--- config.mk ---
export PLATFORM = sky130hd
export DESIGN_NAME = ex_operand_stage
export DESIGN_NICKNAME = d
export VERILOG_FILES = /design/src/rtl/ex_operand_stage_pkg.sv /design/src/rtl/ex_operand_stage_fwd_mux.sv /design/src/rtl/ex_operand_stage.sv
export SDC_FILE = /design/constraint.sdc
export NUM_CORES = 1
export LEC_CHECK = 0
export ABC_CLOCK_PERIOD_IN_PS = 1500
export CAP_MARGIN = 20
export CORE_ASPECT_RATIO = 0.75
export CORE_MARGIN = 3
export CORE_UTILIZATION = 35
export CTS_CLUSTER_DIAMETER = 150
export CTS_CLUSTER_SIZE = 16
export DETAILED_ROUTE_END_ITERATION = 16
export HOLD_SLACK_MARGIN = 0.12
export PLACE_DENSITY = 0.72
export SKIP_CTS_REPAIR_TIMING = 1
export SYNTH_ARGS = -nofsm -noshare
export SYNTH_HDL_FRONTEND = slang
export SYNTH_HIERARCHICAL = 1
export SYNTH_SLANG_ARGS = --single-unit
export TNS_END_PERCENT = 100
--- constraint.sdc ---
create_clock -name clk -period 1.5 [get_ports clk]
set_input_delay 0.15 -clock clk [delete_from_list [all_inputs] [get_ports clk]]
set_output_delay 0.15 -clock clk [all_outputs]
set_load 0.02 [all_outputs]
--- src/rtl/ex_operand_stage_pkg.sv ---
// Shared definitions for the EX operand stage: ALU opcodes, the bubble opcode
// and the forwarding source select.
package ex_operand_stage_pkg;

  localparam int unsigned ALU_OP_W = 3;

  localparam logic [ALU_OP_W-1:0] ALU_ADD    = 3'd0;
  localparam logic [ALU_OP_W-1:0] ALU_SUB    = 3'd1;
  localparam logic [ALU_OP_W-1:0] ALU_ORI    = 3'd2;
  localparam logic [ALU_OP_W-1:0] ALU_BUBBLE = ALU_ADD;

  typedef enum logic [1:0] {
    FWD_REG = 2'd0,
    FWD_MEM = 2'd1,
    FWD_WB  = 2'd2
  } fwd_sel_t;

endpackage

--- src/rtl/ex_operand_stage_fwd_mux.sv ---
// Operand forwarding mux: MEM result beats WB result beats registered GRF data.
// Forwarding is only active when FWD_EN is defined; otherwise reg_data passes through.
module ex_operand_stage_fwd_mux
  import ex_operand_stage_pkg::*;
#(
  parameter int WIDTH = 32,
  parameter int RA_W  = 5
) (
  input  logic [RA_W-1:0]  addr,
  input  logic [WIDTH-1:0] reg_data,
  input  logic             mem_we,
  input  logic [RA_W-1:0]  mem_addr,
  input  logic [WIDTH-1:0] mem_data,
  input  logic             wb_we,
  input  logic [RA_W-1:0]  wb_addr,
  input  logic [WIDTH-1:0] wb_data,
  output logic [WIDTH-1:0] data
);

  fwd_sel_t sel;

`ifdef FWD_EN
  // $0 is hard-wired zero, so a producer targeting it is never forwarded.
  always_comb begin
    sel = FWD_REG;
    if (addr != '0) begin
      if (mem_we && (mem_addr == addr)) begin
        sel = FWD_MEM;
      end else if (wb_we && (wb_addr == addr)) begin
        sel = FWD_WB;
      end
    end
  end
`else
  logic unused_fwd;
  assign sel        = FWD_REG;
  assign unused_fwd = ^{addr, mem_we, mem_addr, mem_data, wb_we, wb_addr, wb_data};
`endif

  always_comb begin
    data = reg_data;
    case (sel)
      FWD_MEM: data = mem_data;
      FWD_WB:  data = wb_data;
      default: data = reg_data;
    endcase
  end

endmodule

--- src/rtl/ex_operand_stage.sv ---
// ID/EX pipeline register with EX-stage operand selection feeding the ALU.
// Define FWD_EN to enable MEM/WB forwarding; without it operands come from registered GRF data.
module ex_operand_stage
  import ex_operand_stage_pkg::*;
#(
  parameter int WIDTH = 32,
  parameter int RA_W  = 5,
  parameter int OP_W  = 3
) (
  input  logic             clk,
  input  logic             reset,
  input  logic             stall_i,
  input  logic             flush_i,
  input  logic             id_valid,
  input  logic [WIDTH-1:0] id_pc,
  input  logic [WIDTH-1:0] id_rs_data,
  input  logic [WIDTH-1:0] id_rt_data,
  input  logic [WIDTH-1:0] id_imm32,
  input  logic [RA_W-1:0]  id_rs_addr,
  input  logic [RA_W-1:0]  id_rt_addr,
  input  logic [RA_W-1:0]  id_rd_addr,
  input  logic [OP_W-1:0]  id_alu_op,
  input  logic             id_alu_src_imm,
  input  logic             id_reg_we,
  input  logic             id_mem_we,
  input  logic             id_mem_to_reg,
  input  logic             mem_reg_we,
  input  logic [RA_W-1:0]  mem_rd_addr,
  input  logic [WIDTH-1:0] mem_fwd_data,
  input  logic             wb_reg_we,
  input  logic [RA_W-1:0]  wb_rd_addr,
  input  logic [WIDTH-1:0] wb_fwd_data,
  output logic             ex_valid,
  output logic [WIDTH-1:0] ex_pc,
  output logic [WIDTH-1:0] ex_alu_a,
  output logic [WIDTH-1:0] ex_alu_b,
  output logic [OP_W-1:0]  ex_alu_op,
  output logic [WIDTH-1:0] ex_store_data,
  output logic [RA_W-1:0]  ex_rd_addr,
  output logic             ex_reg_we,
  output logic             ex_mem_we,
  output logic             ex_mem_to_reg
);

  logic [WIDTH-1:0] rs_data;
  logic [WIDTH-1:0] rt_data;
  logic [WIDTH-1:0] imm;
  logic [RA_W-1:0]  rs_addr;
  logic [RA_W-1:0]  rt_addr;
  logic             alu_src_imm;
  logic [WIDTH-1:0] fwd_rs;
  logic [WIDTH-1:0] fwd_rt;
  logic             load_bubble;

  // A non-stalled edge with no real ID instruction is treated like a flush.
  assign load_bubble = reset || flush_i || (!stall_i && !id_valid);

  always_ff @(posedge clk) begin
    if (load_bubble) begin
      ex_valid      <= 1'b0;
      ex_pc         <= '0;
      rs_data       <= '0;
      rt_data       <= '0;
      imm           <= '0;
      rs_addr       <= '0;
      rt_addr       <= '0;
      ex_rd_addr    <= '0;
      ex_alu_op     <= OP_W'(ALU_BUBBLE);
      alu_src_imm   <= 1'b0;
      ex_reg_we     <= 1'b0;
      ex_mem_we     <= 1'b0;
      ex_mem_to_reg <= 1'b0;
    end else if (!stall_i) begin
      ex_valid      <= 1'b1;
      ex_pc         <= id_pc;
      rs_data       <= id_rs_data;
      rt_data       <= id_rt_data;
      imm           <= id_imm32;
      rs_addr       <= id_rs_addr;
      rt_addr       <= id_rt_addr;
      ex_rd_addr    <= id_rd_addr;
      ex_alu_op     <= id_alu_op;
      alu_src_imm   <= id_alu_src_imm;
      ex_reg_we     <= id_reg_we;
      ex_mem_we     <= id_mem_we;
      ex_mem_to_reg <= id_mem_to_reg;
    end
  end

  // Forwarding keeps evaluating on held addresses so a stalled instruction
  // picks up producer results as they move down the pipe.
  ex_operand_stage_fwd_mux #(.WIDTH(WIDTH), .RA_W(RA_W)) u_fwd_rs (
    .addr     (rs_addr),
    .reg_data (rs_data),
    .mem_we   (mem_reg_we),
    .mem_addr (mem_rd_addr),
    .mem_data (mem_fwd_data),
    .wb_we    (wb_reg_we),
    .wb_addr  (wb_rd_addr),
    .wb_data  (wb_fwd_data),
    .data     (fwd_rs)
  );

  ex_operand_stage_fwd_mux #(.WIDTH(WIDTH), .RA_W(RA_W)) u_fwd_rt (
    .addr     (rt_addr),
    .reg_data (rt_data),
    .mem_we   (mem_reg_we),
    .mem_addr (mem_rd_addr),
    .mem_data (mem_fwd_data),
    .wb_we    (wb_reg_we),
    .wb_addr  (wb_rd_addr),
    .wb_data  (wb_fwd_data),
    .data     (fwd_rt)
  );

  assign ex_alu_a      = fwd_rs;
  assign ex_alu_b      = alu_src_imm ? imm : fwd_rt;
  assign ex_store_data = fwd_rt;

endmodule

Signal wires by layer:
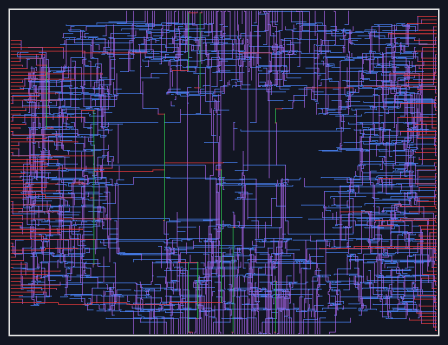
blue -> M1  # wire length 8,530 µm
purple -> M2  # wire length 8,580 µm
green -> M4  # wire length 344 µm
red -> M3  # wire length 1,770 µm

Logic cells by family:
Bar = 50 µm.
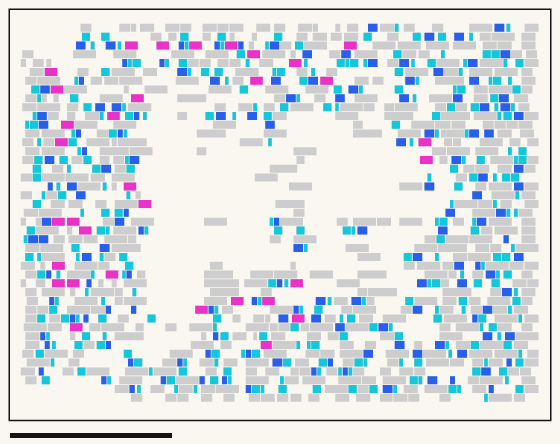
magenta -> mux cells  # cells 33, most used mux2_2
cyan -> nand cells  # cells 280, where all over the die
blue -> aoi and oai cells  # cells 140, most used a21oi_2, where all over the die

Ports around the boundary:
Pins as bars across the die edge, other pins in gray.
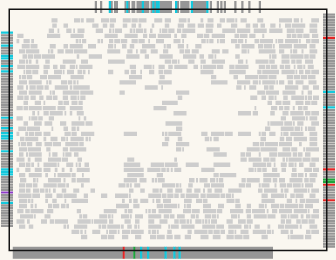
purple -> reset  # pins 1, direction input, edge left
cyan -> ex_alu_b  # pins 32, direction output, edge 16 left, 9 top, 5 bottom, 2 right
red -> ex_rd_addr  # pins 5, direction output, edge 4 right, 1 bottom
green -> id_alu_op  # pins 3, direction input, edge 2 right, 1 bottom

The clock network:
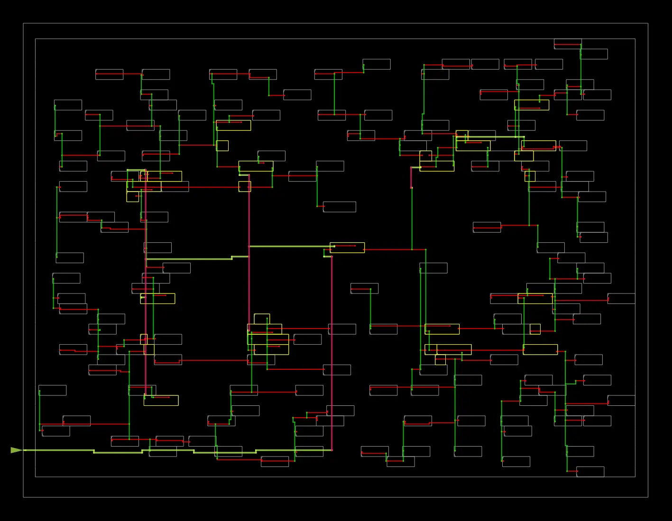
Setup Skew: 0 ns
cts bufs inserted: 17
clock group power: 4.10 mW
clk sink count: 141

==> reports/qor.yml <==
rsz0062_at_grt: "yes"
relSlewSlack: 0.755
netlist_area_um2: 6780
outcome: "finished, violations left"
peakVddDrop_v: 0.000583
chipArea_um2: 21100
violations: "setup timing"
fin_util: 0.531
yosysWarnings: 6
ant_nets: 0
row_count: 43
hold_class: "in -> reg"
finalHoldViolCount: 0
setup_viol: 32
io_pins: 371
n_antenna_cell: 0
clockRootBuffer: "clkbuf_16"
use_met3: 0.0657
worst_ep_required_time_ns: 1.35
worst_setup_path_start_kind: "register"
viasPerCell: 4.77
cts_tree: "built"
htreeDepth: 4
worst_slack_ns: -0.111
vias: 5619
drt-total-wl_um: 19200
## layout make-up
cell class | instances | area (µm²)
clock buffers | 18 | 439
well taps | 247 | 309
clock inverters | 14 | 134
fillers | 1687 | 8780
repair buffers | 303 | 3240
flip-flops and latches | 141 | 2830
multi-input cells | 455 | 3000
## metal layers
metal  vias up  routed length, µm
met1      2605               8530
met4         0                344
met3        26               1770
met2       214               8580
li1       2774                  -
met5         -                  0
## cell usage in the layout (no fill, tap or decap), types with 10 or more instances in the layout
cell type / count
clkdlybuf4s50_1: 142
nand2_1: 140
nand3b_1: 140
dfxtp_1: 140
dlymetal6s2s_1: 108
a21oi_2: 90
a21oi_1: 50
mux2_2: 32
buf_2: 19
clkbuf_16: 17
buf_4: 16
buf_12: 10
## worst max-delay path: stages (launching register included)
cell and delay (ns):
dfxtp_4 0.37, buf_12 0.15, mux2_2 0.35, buf_2 0.16
## per-stage QoR
step / TNS (ns) / instances / power (mW) / cell area, µm² / setup slack, ns
2_1_floorplan: 0 / 731 / 4.60 / 6780 / 0.318
3_3_place_gp: -2.67 / 1145 / 5.15 / 9230 / -0.102
3_5_place_dp: -2.88 / 1145 / 5.16 / 9230 / -0.114
4_1_cts: -23.11 / 1177 / 9.31 / 9810 / -0.571
5_1_grt: -4.77 / 1178 / 9.50 / 9950 / -0.167
6_report: -2.91 / 1178 / 9.14 / 9950 / -0.111
## worst paths after layout
kind	startpoint	to	cells past startpoint
setup / recovery	alu_src_imm	ex_alu_b[15]	3
hold / removal	id_valid	ex_reg_we	3
setup reg to reg	alu_src_imm	alu_src_imm	3
hold reg to reg	ex_pc[27]	ex_pc[27]	2
## where the power goes
group	internal [mW]	total, mW	leakage [nW]	switching [mW]
clock	2.36	4.10	0.272	1.75
combinational	0.644	1.18	3.75	0.536
sequential	3.82	3.86	1.14	0.0420
total	6.82	9.14	5.16	2.33
Power figures rest on the tool's default switching activity, not on a simulated workload.
